--- src/rtl/conv_sequencer_pkg.sv ---
`default_nettype none
// ============================================================================
// Module      : conv_pkg
// Description : Shared constants, data types and state encoding for the
//               5x5, 3-channel convolution sequencer.
// Contents    : TAPS/KW/LINE_W/DATA_W/CNT_W, PRIME_PX, coef_t, pixel_t,
//               seq_state_t
// Revision    : 1.0 - initial release
// ============================================================================
package conv_pkg;

    localparam int TAPS     = 25;                 // coefficients per kernel
    localparam int KW       = 5;                  // kernel width
    localparam int LINE_W   = 45;                 // line-buffer depth
    localparam int DATA_W   = 8;                  // coefficient/channel width
    localparam int CNT_W    = 16;                 // window counter width
    localparam int PRIME_PX = (KW - 1) * LINE_W;  // pixels to fill line buffers

    localparam int TAP_W    = 5;                  // holds 0..TAPS-1
    localparam int SEL_W    = 3;                  // holds 0..KW-1
    localparam int PX_CNT_W = 8;                  // holds 0..PRIME_PX

    typedef logic [DATA_W-1:0]      coef_t;
    typedef logic [2:0][DATA_W-1:0] pixel_t;

    typedef enum logic [2:0] {
        S_IDLE  = 3'd0,
        S_LOAD  = 3'd1,
        S_PRIME = 3'd2,
        S_FETCH = 3'd3,
        S_SWEEP = 3'd4,
        S_OUT   = 3'd5,
        S_FIN   = 3'd6
    } seq_state_t;

endpackage
`default_nettype wire

--- src/rtl/conv_sequencer_if.sv ---
`default_nettype none
// ============================================================================
// Module      : conv_seq_if
// Description : Handshake and datapath bundle between the convolution
//               sequencer and its environment (job control, coefficient
//               stream, DDR pixel stream, conv channels, DDR result sink).
// Modports    : master - the sequencer; slave - the surrounding system
// Revision    : 1.0 - initial release
// ============================================================================
interface conv_seq_if;
    import conv_pkg::*;

    logic                   start;
    logic [CNT_W-1:0]       num_windows;
    logic                   kcoef_valid;
    coef_t                  kcoef_data;
    logic                   kcoef_ready;
    logic                   px_valid;
    pixel_t                 px_data;
    logic                   px_ready;
    logic                   buf_shift;
    pixel_t                 buf_data;
    logic [TAP_W-1:0]       tap_idx;
    logic [SEL_W-1:0]       select_idx;
    coef_t                  conv_val;
    logic                   acc_clear;
    logic                   acc_en;
    logic                   out_valid;
    logic                   out_ready;
    logic                   busy;
    logic                   done;

    modport master (
        input  start, num_windows, kcoef_valid, kcoef_data, px_valid, px_data,
               out_ready,
        output kcoef_ready, px_ready, buf_shift, buf_data, tap_idx, select_idx,
               conv_val, acc_clear, acc_en, out_valid, busy, done
    );

    modport slave (
        output start, num_windows, kcoef_valid, kcoef_data, px_valid, px_data,
               out_ready,
        input  kcoef_ready, px_ready, buf_shift, buf_data, tap_idx, select_idx,
               conv_val, acc_clear, acc_en, out_valid, busy, done
    );

endinterface
`default_nettype wire

--- src/rtl/conv_sequencer_tap_counter.sv ---
`default_nettype none
// ============================================================================
// Module      : tap_counter
// Description : Kernel tap counter 0..TAPS-1 with a companion row select
//               that wraps at KW. Wraps to 0 after the last tap.
// Ports       : CLK, reset   - clock, synchronous active-high reset
//               clear        - force tap/select to 0
//               advance      - step to the next tap
//               tap_idx      - current tap
//               select_idx   - tap_idx mod KW
//               last         - current tap is TAPS-1
// Revision    : 1.0 - initial release
// ============================================================================
module tap_counter
    import conv_pkg::*;
(
    input  wire logic             CLK,
    input  wire logic             reset,
    input  wire logic             clear,
    input  wire logic             advance,
    output logic [TAP_W-1:0]      tap_idx,
    output logic [SEL_W-1:0]      select_idx,
    output logic                  last
);

    localparam logic [TAP_W-1:0] c_TAP_LAST = TAP_W'(TAPS - 1);
    localparam logic [SEL_W-1:0] c_SEL_LAST = SEL_W'(KW - 1);

    logic [TAP_W-1:0] r_tap;
    logic [SEL_W-1:0] r_sel;

    // Select is kept as its own wrapping counter rather than a modulo of tap.
    always_ff @(posedge CLK) begin
        if (reset || clear) begin
            r_tap <= '0;
            r_sel <= '0;
        end else if (advance) begin
            r_tap <= (r_tap == c_TAP_LAST) ? '0 : r_tap + 1'b1;
            r_sel <= (r_sel == c_SEL_LAST) ? '0 : r_sel + 1'b1;
        end
    end

    assign tap_idx    = r_tap;
    assign select_idx = r_sel;
    assign last       = (r_tap == c_TAP_LAST);

endmodule
`default_nettype wire

--- src/rtl/conv_sequencer.sv ---
`default_nettype none
// ============================================================================
// Module      : conv_sequencer
// Description : Sequences the 5x5, 3-channel convolution datapath: loads the
//               kernel bank, primes the line buffers, then runs one 25-cycle
//               tap sweep per output window and hands each result to the DDR
//               write shift register.
// Ports       : CLK    - system clock
//               reset  - synchronous active-high reset (aborts any job)
//               bus    - conv_seq_if.master: job control, coefficient and
//                        pixel streams, tap/accumulator controls, result
//                        handshake, busy/done status
// Revision    : 1.0 - initial release
// ============================================================================
module conv_sequencer
    import conv_pkg::*;
(
    input  wire logic     CLK,
    input  wire logic     reset,
    conv_seq_if.master    bus
);

    localparam logic [TAP_W-1:0]    c_KCNT_LAST  = TAP_W'(TAPS - 1);
    localparam logic [PX_CNT_W-1:0] c_PRIME_LAST = PX_CNT_W'(PRIME_PX - 1);
    localparam logic [CNT_W-1:0]    c_ONE_LEFT   = CNT_W'(1);

    seq_state_t          r_state;
    seq_state_t          w_state_next;
    coef_t               r_kernel [TAPS];
    logic [TAP_W-1:0]    r_kcnt;
    logic [PX_CNT_W-1:0] r_pxcnt;
    logic [CNT_W-1:0]    r_remaining;

    logic                w_kc_hs;
    logic                w_px_hs;
    logic                w_out_hs;
    logic                w_in_sweep;
    logic [TAP_W-1:0]    w_tap;
    logic [SEL_W-1:0]    w_sel;
    logic                w_tap_last;

    assign w_in_sweep = (r_state == S_SWEEP);
    assign w_kc_hs    = (r_state == S_LOAD) && bus.kcoef_valid;
    assign w_px_hs    = ((r_state == S_PRIME) || (r_state == S_FETCH)) && bus.px_valid;
    assign w_out_hs   = (r_state == S_OUT) && bus.out_ready;

    // Held at 0 outside SWEEP so every sweep starts on tap 0.
    tap_counter u_tap_counter (
        .CLK        (CLK),
        .reset      (reset),
        .clear      (!w_in_sweep),
        .advance    (w_in_sweep),
        .tap_idx    (w_tap),
        .select_idx (w_sel),
        .last       (w_tap_last)
    );

    always_ff @(posedge CLK) begin
        if (reset) begin
            r_state     <= S_IDLE;
            r_kcnt      <= '0;
            r_pxcnt     <= '0;
            r_remaining <= '0;
            for (int i = 0; i < TAPS; i++) begin
                r_kernel[i] <= '0;
            end
        end else begin
            r_state <= w_state_next;
            if ((r_state == S_IDLE) && bus.start) begin
                r_remaining <= bus.num_windows;
                r_kcnt      <= '0;
                r_pxcnt     <= '0;
            end
            if (w_kc_hs) begin
                r_kernel[r_kcnt] <= bus.kcoef_data;
                r_kcnt           <= r_kcnt + 1'b1;
            end
            if (w_px_hs && (r_state == S_PRIME)) begin
                r_pxcnt <= r_pxcnt + 1'b1;
            end
            if (w_out_hs) begin
                r_remaining <= r_remaining - 1'b1;
            end
        end
    end

    always_comb begin
        w_state_next   = r_state;
        bus.kcoef_ready = 1'b0;
        bus.px_ready    = 1'b0;
        bus.buf_shift   = 1'b0;
        bus.buf_data    = '0;
        bus.tap_idx     = '0;
        bus.select_idx  = '0;
        bus.conv_val    = '0;
        bus.acc_clear   = 1'b0;
        bus.acc_en      = 1'b0;
        bus.out_valid   = 1'b0;
        bus.done        = 1'b0;
        bus.busy        = (r_state != S_IDLE);

        case (r_state)
            S_IDLE: begin
                if (bus.start) w_state_next = S_LOAD;
            end
            S_LOAD: begin
                bus.kcoef_ready = 1'b1;
                if (w_kc_hs && (r_kcnt == c_KCNT_LAST)) w_state_next = S_PRIME;
            end
            S_PRIME: begin
                bus.px_ready  = 1'b1;
                bus.buf_shift = bus.px_valid;
                bus.buf_data  = bus.px_data;
                if (w_px_hs && (r_pxcnt == c_PRIME_LAST)) begin
                    w_state_next = (r_remaining == '0) ? S_FIN : S_FETCH;
                end
            end
            S_FETCH: begin
                bus.px_ready  = 1'b1;
                bus.buf_shift = bus.px_valid;
                bus.buf_data  = bus.px_data;
                if (w_px_hs) w_state_next = S_SWEEP;
            end
            S_SWEEP: begin
                bus.tap_idx    = w_tap;
                bus.select_idx = w_sel;
                bus.conv_val   = r_kernel[w_tap];
                bus.acc_en     = 1'b1;
                bus.acc_clear  = (w_tap == '0);
                if (w_tap_last) w_state_next = S_OUT;
            end
            S_OUT: begin
                bus.out_valid = 1'b1;
                // Decision uses the pre-decrement count: one left means this
                // handshake finishes the job.
                if (w_out_hs) begin
                    w_state_next = (r_remaining == c_ONE_LEFT) ? S_FIN : S_FETCH;
                end
            end
            S_FIN: begin
                bus.done     = 1'b1;
                w_state_next = S_IDLE;
            end
            default: begin
                w_state_next = S_IDLE;
            end
        endcase
    end

endmodule
`default_nettype wire

--- src/flat_wrapper.sv ---
// flat-port wrapper written by rule: the top's interface ports become plain ports
module conv_sequencer_flat import conv_pkg::*;
  (CLK, reset, bus_start, bus_num_windows, bus_kcoef_valid, bus_kcoef_data, bus_px_valid, bus_px_data, bus_out_ready, bus_kcoef_ready, bus_px_ready, bus_buf_shift, bus_buf_data, bus_tap_idx, bus_select_idx, bus_conv_val, bus_acc_clear, bus_acc_en, bus_out_valid, bus_busy, bus_done);
  conv_seq_if bus_i ();
  input  wire logic CLK;
  input  wire logic reset;
  input wire logic [$bits(bus_i.start)-1:0] bus_start;
  input wire logic [$bits(bus_i.num_windows)-1:0] bus_num_windows;
  input wire logic [$bits(bus_i.kcoef_valid)-1:0] bus_kcoef_valid;
  input wire logic [$bits(bus_i.kcoef_data)-1:0] bus_kcoef_data;
  input wire logic [$bits(bus_i.px_valid)-1:0] bus_px_valid;
  input wire logic [$bits(bus_i.px_data)-1:0] bus_px_data;
  input wire logic [$bits(bus_i.out_ready)-1:0] bus_out_ready;
  output wire logic [$bits(bus_i.kcoef_ready)-1:0] bus_kcoef_ready;
  output wire logic [$bits(bus_i.px_ready)-1:0] bus_px_ready;
  output wire logic [$bits(bus_i.buf_shift)-1:0] bus_buf_shift;
  output wire logic [$bits(bus_i.buf_data)-1:0] bus_buf_data;
  output wire logic [$bits(bus_i.tap_idx)-1:0] bus_tap_idx;
  output wire logic [$bits(bus_i.select_idx)-1:0] bus_select_idx;
  output wire logic [$bits(bus_i.conv_val)-1:0] bus_conv_val;
  output wire logic [$bits(bus_i.acc_clear)-1:0] bus_acc_clear;
  output wire logic [$bits(bus_i.acc_en)-1:0] bus_acc_en;
  output wire logic [$bits(bus_i.out_valid)-1:0] bus_out_valid;
  output wire logic [$bits(bus_i.busy)-1:0] bus_busy;
  output wire logic [$bits(bus_i.done)-1:0] bus_done;
  assign bus_i.start = bus_start;
  assign bus_i.num_windows = bus_num_windows;
  assign bus_i.kcoef_valid = bus_kcoef_valid;
  assign bus_i.kcoef_data = bus_kcoef_data;
  assign bus_i.px_valid = bus_px_valid;
  assign bus_i.px_data = bus_px_data;
  assign bus_i.out_ready = bus_out_ready;
  assign bus_kcoef_ready = bus_i.kcoef_ready;
  assign bus_px_ready = bus_i.px_ready;
  assign bus_buf_shift = bus_i.buf_shift;
  assign bus_buf_data = bus_i.buf_data;
  assign bus_tap_idx = bus_i.tap_idx;
  assign bus_select_idx = bus_i.select_idx;
  assign bus_conv_val = bus_i.conv_val;
  assign bus_acc_clear = bus_i.acc_clear;
  assign bus_acc_en = bus_i.acc_en;
  assign bus_out_valid = bus_i.out_valid;
  assign bus_busy = bus_i.busy;
  assign bus_done = bus_i.done;
  conv_sequencer u_core (.CLK(CLK), .reset(reset), .bus(bus_i));
endmodule
--- config.mk ---
export PLATFORM = sky130hd
export DESIGN_NAME = conv_sequencer_flat
export DESIGN_NICKNAME = d
export VERILOG_FILES = /design/src/rtl/conv_sequencer_pkg.sv /design/src/rtl/conv_sequencer_if.sv /design/src/rtl/conv_sequencer_tap_counter.sv /design/src/rtl/conv_sequencer.sv /design/src/flat_wrapper.sv
export SDC_FILE = /design/constraint.sdc
export NUM_CORES = 1
export LEC_CHECK = 0
export CORE_MARGIN = 5
export CORE_UTILIZATION = 59
export DETAILED_ROUTE_END_ITERATION = 6
export PLACE_DENSITY = 0.8
export SETUP_SLACK_MARGIN = 0.05
export SYNTH_ARGS = -nofsm -noshare
export SYNTH_HDL_FRONTEND = slang
export SYNTH_SLANG_ARGS = --single-unit
--- constraint.sdc ---
create_clock -name CLK -period 3.26 [get_ports CLK]
set_input_delay 0.652 -clock CLK [delete_from_list [all_inputs] [get_ports CLK]]
set_output_delay 0.652 -clock CLK [all_outputs]
set_load 0.02 [all_outputs]
### Register map, names as in the netlist

Drawn at 3 px/micron.
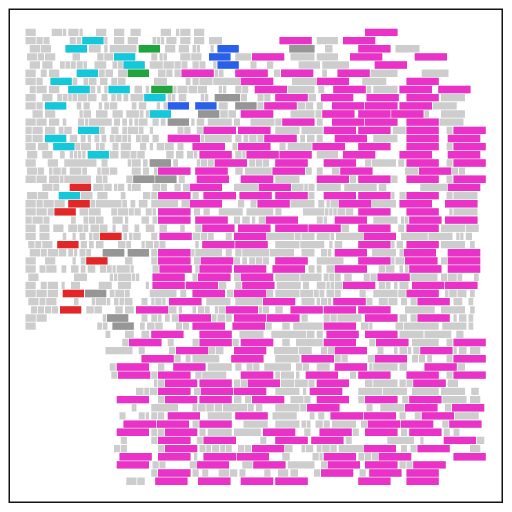
Green stands for `u_core.u_tap_counter.select_idx`, flops 3. Cyan stands for `u_core.r_remaining`, flops 16, where upper left. Red stands for `u_core.r_pxcnt`, flops 8, where middle left. Magenta stands for `u_core.r_kernel`, flops 256. Blue stands for `u_core.u_tap_counter.tap_idx`, flops 5, where top centre.

### Routing congestion map

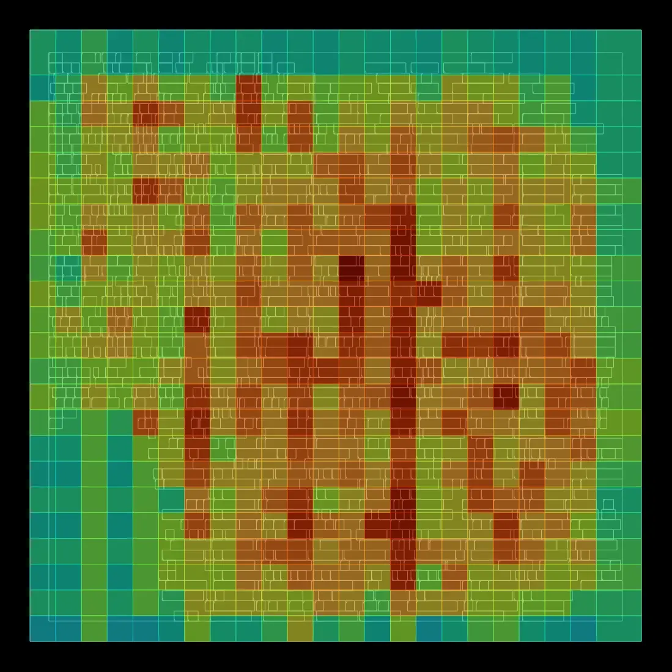
core occupancy in the finished layout: 72.2%
layer with the highest usage after global routing: met2
GR Layer Usage met2: 42.5%

==> reports/metrics.json <==
{
  "worst_slew_pin_slew_ns": 0.987,
  "comb_cells": 654,
  "clockBufferDepth": 3,
  "area_growth_syn_to_layout_pct": 20.9,
  "cts_tree": "yes",
  "final_layout_top_logic_cells": "256 x sky130_fd_sc_hd__edfxtp_1, 230 x sky130_fd_sc_hd__and2_1, 93 x sky130_fd_sc_hd__clkdlybuf4s50_1, 74 x sky130_fd_sc_hd__nor2_1, 68 x sky130_fd_sc_hd__buf_4",
  "sh_seq_area_pct": 50.9,
  "core_box_area_sq_um": 23400,
  "xor_share_pct": 0.314,
  "postSynthRegisterBits": 301,
  "n_sequential_cell": 301,
  "run_status": "complete, no violations",
  "grt_start_max_net_pins": 33,
  "hold_buffers": 0,
  "grt-ovfl-total": 0,
  "power.group.top": "registers",
  "reg.largest.list": "u_core.r_kernel x256, u_core.r_remaining x16, u_core.r_pxcnt x8",
  "numPortBuffers": 101,
  "placed_cell_area_sq_um": 15600,
  "post_cts_clock_slew_at_the_launch_and_capture_registers_of_the_worst_setup_and_hold_paths_ns": 0.06,
  "synth.cells.most_frequent": "256 x sky130_fd_sc_hd__edfxtp_1, 230 x sky130_fd_sc_hd__and2_1, 75 x sky130_fd_sc_hd__nor2_1, 64 x sky130_fd_sc_hd__mux4_2",
  "main_logic_family_after_synthesis": "simple AND/OR/NAND/NOR gates",
  "fp_util_pct": 59.7,
  "critical_path_cell_count": 7,
  "ys_cells": 1039,
  "r2r-end": "u_core.r_kernel[8][3]",
  "tritoncts.num_buffers": 30,
  "timing.hold.worst.class": "flip-flop to flip-flop",
  "critPathTopFamily": "multiplexers",
  "post_synth_tally_of_flip_flops_with_integrated_enable": 256,
  "primary_ff_master_synth": "sky130_fd_sc_hd__edfxtp_1",
  "core.rowCount": 56,
  "largest-register": "u_core.r_kernel",
  "first_global_vias": 9302,
  "min_hold_slack_ns": 0.458,
  "clock_insertion_delay_worst_skew_ns": 0.55,
  "fillers": 1501,
  "antenna_found_initial": 0,
  "seq-power_uw": 4440,
  "total_number_of_vias": 9230
}
### Placed cells, one colour a class

Drawn at 3 px/micron. Fill, decap, tap and diode cells in grey.
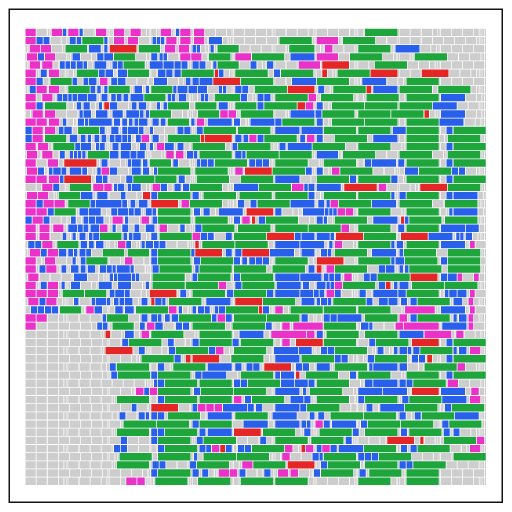
Red stands for clock drivers and dummy loads, cells 55, share of their area 5.7%. Green stands for flip-flops, cells 301, share of their area 52%. Blue stands for all other logic, cells 669, share of their area 32%. Magenta stands for other buffers and delay cells, cells 179, share of their area 10%.

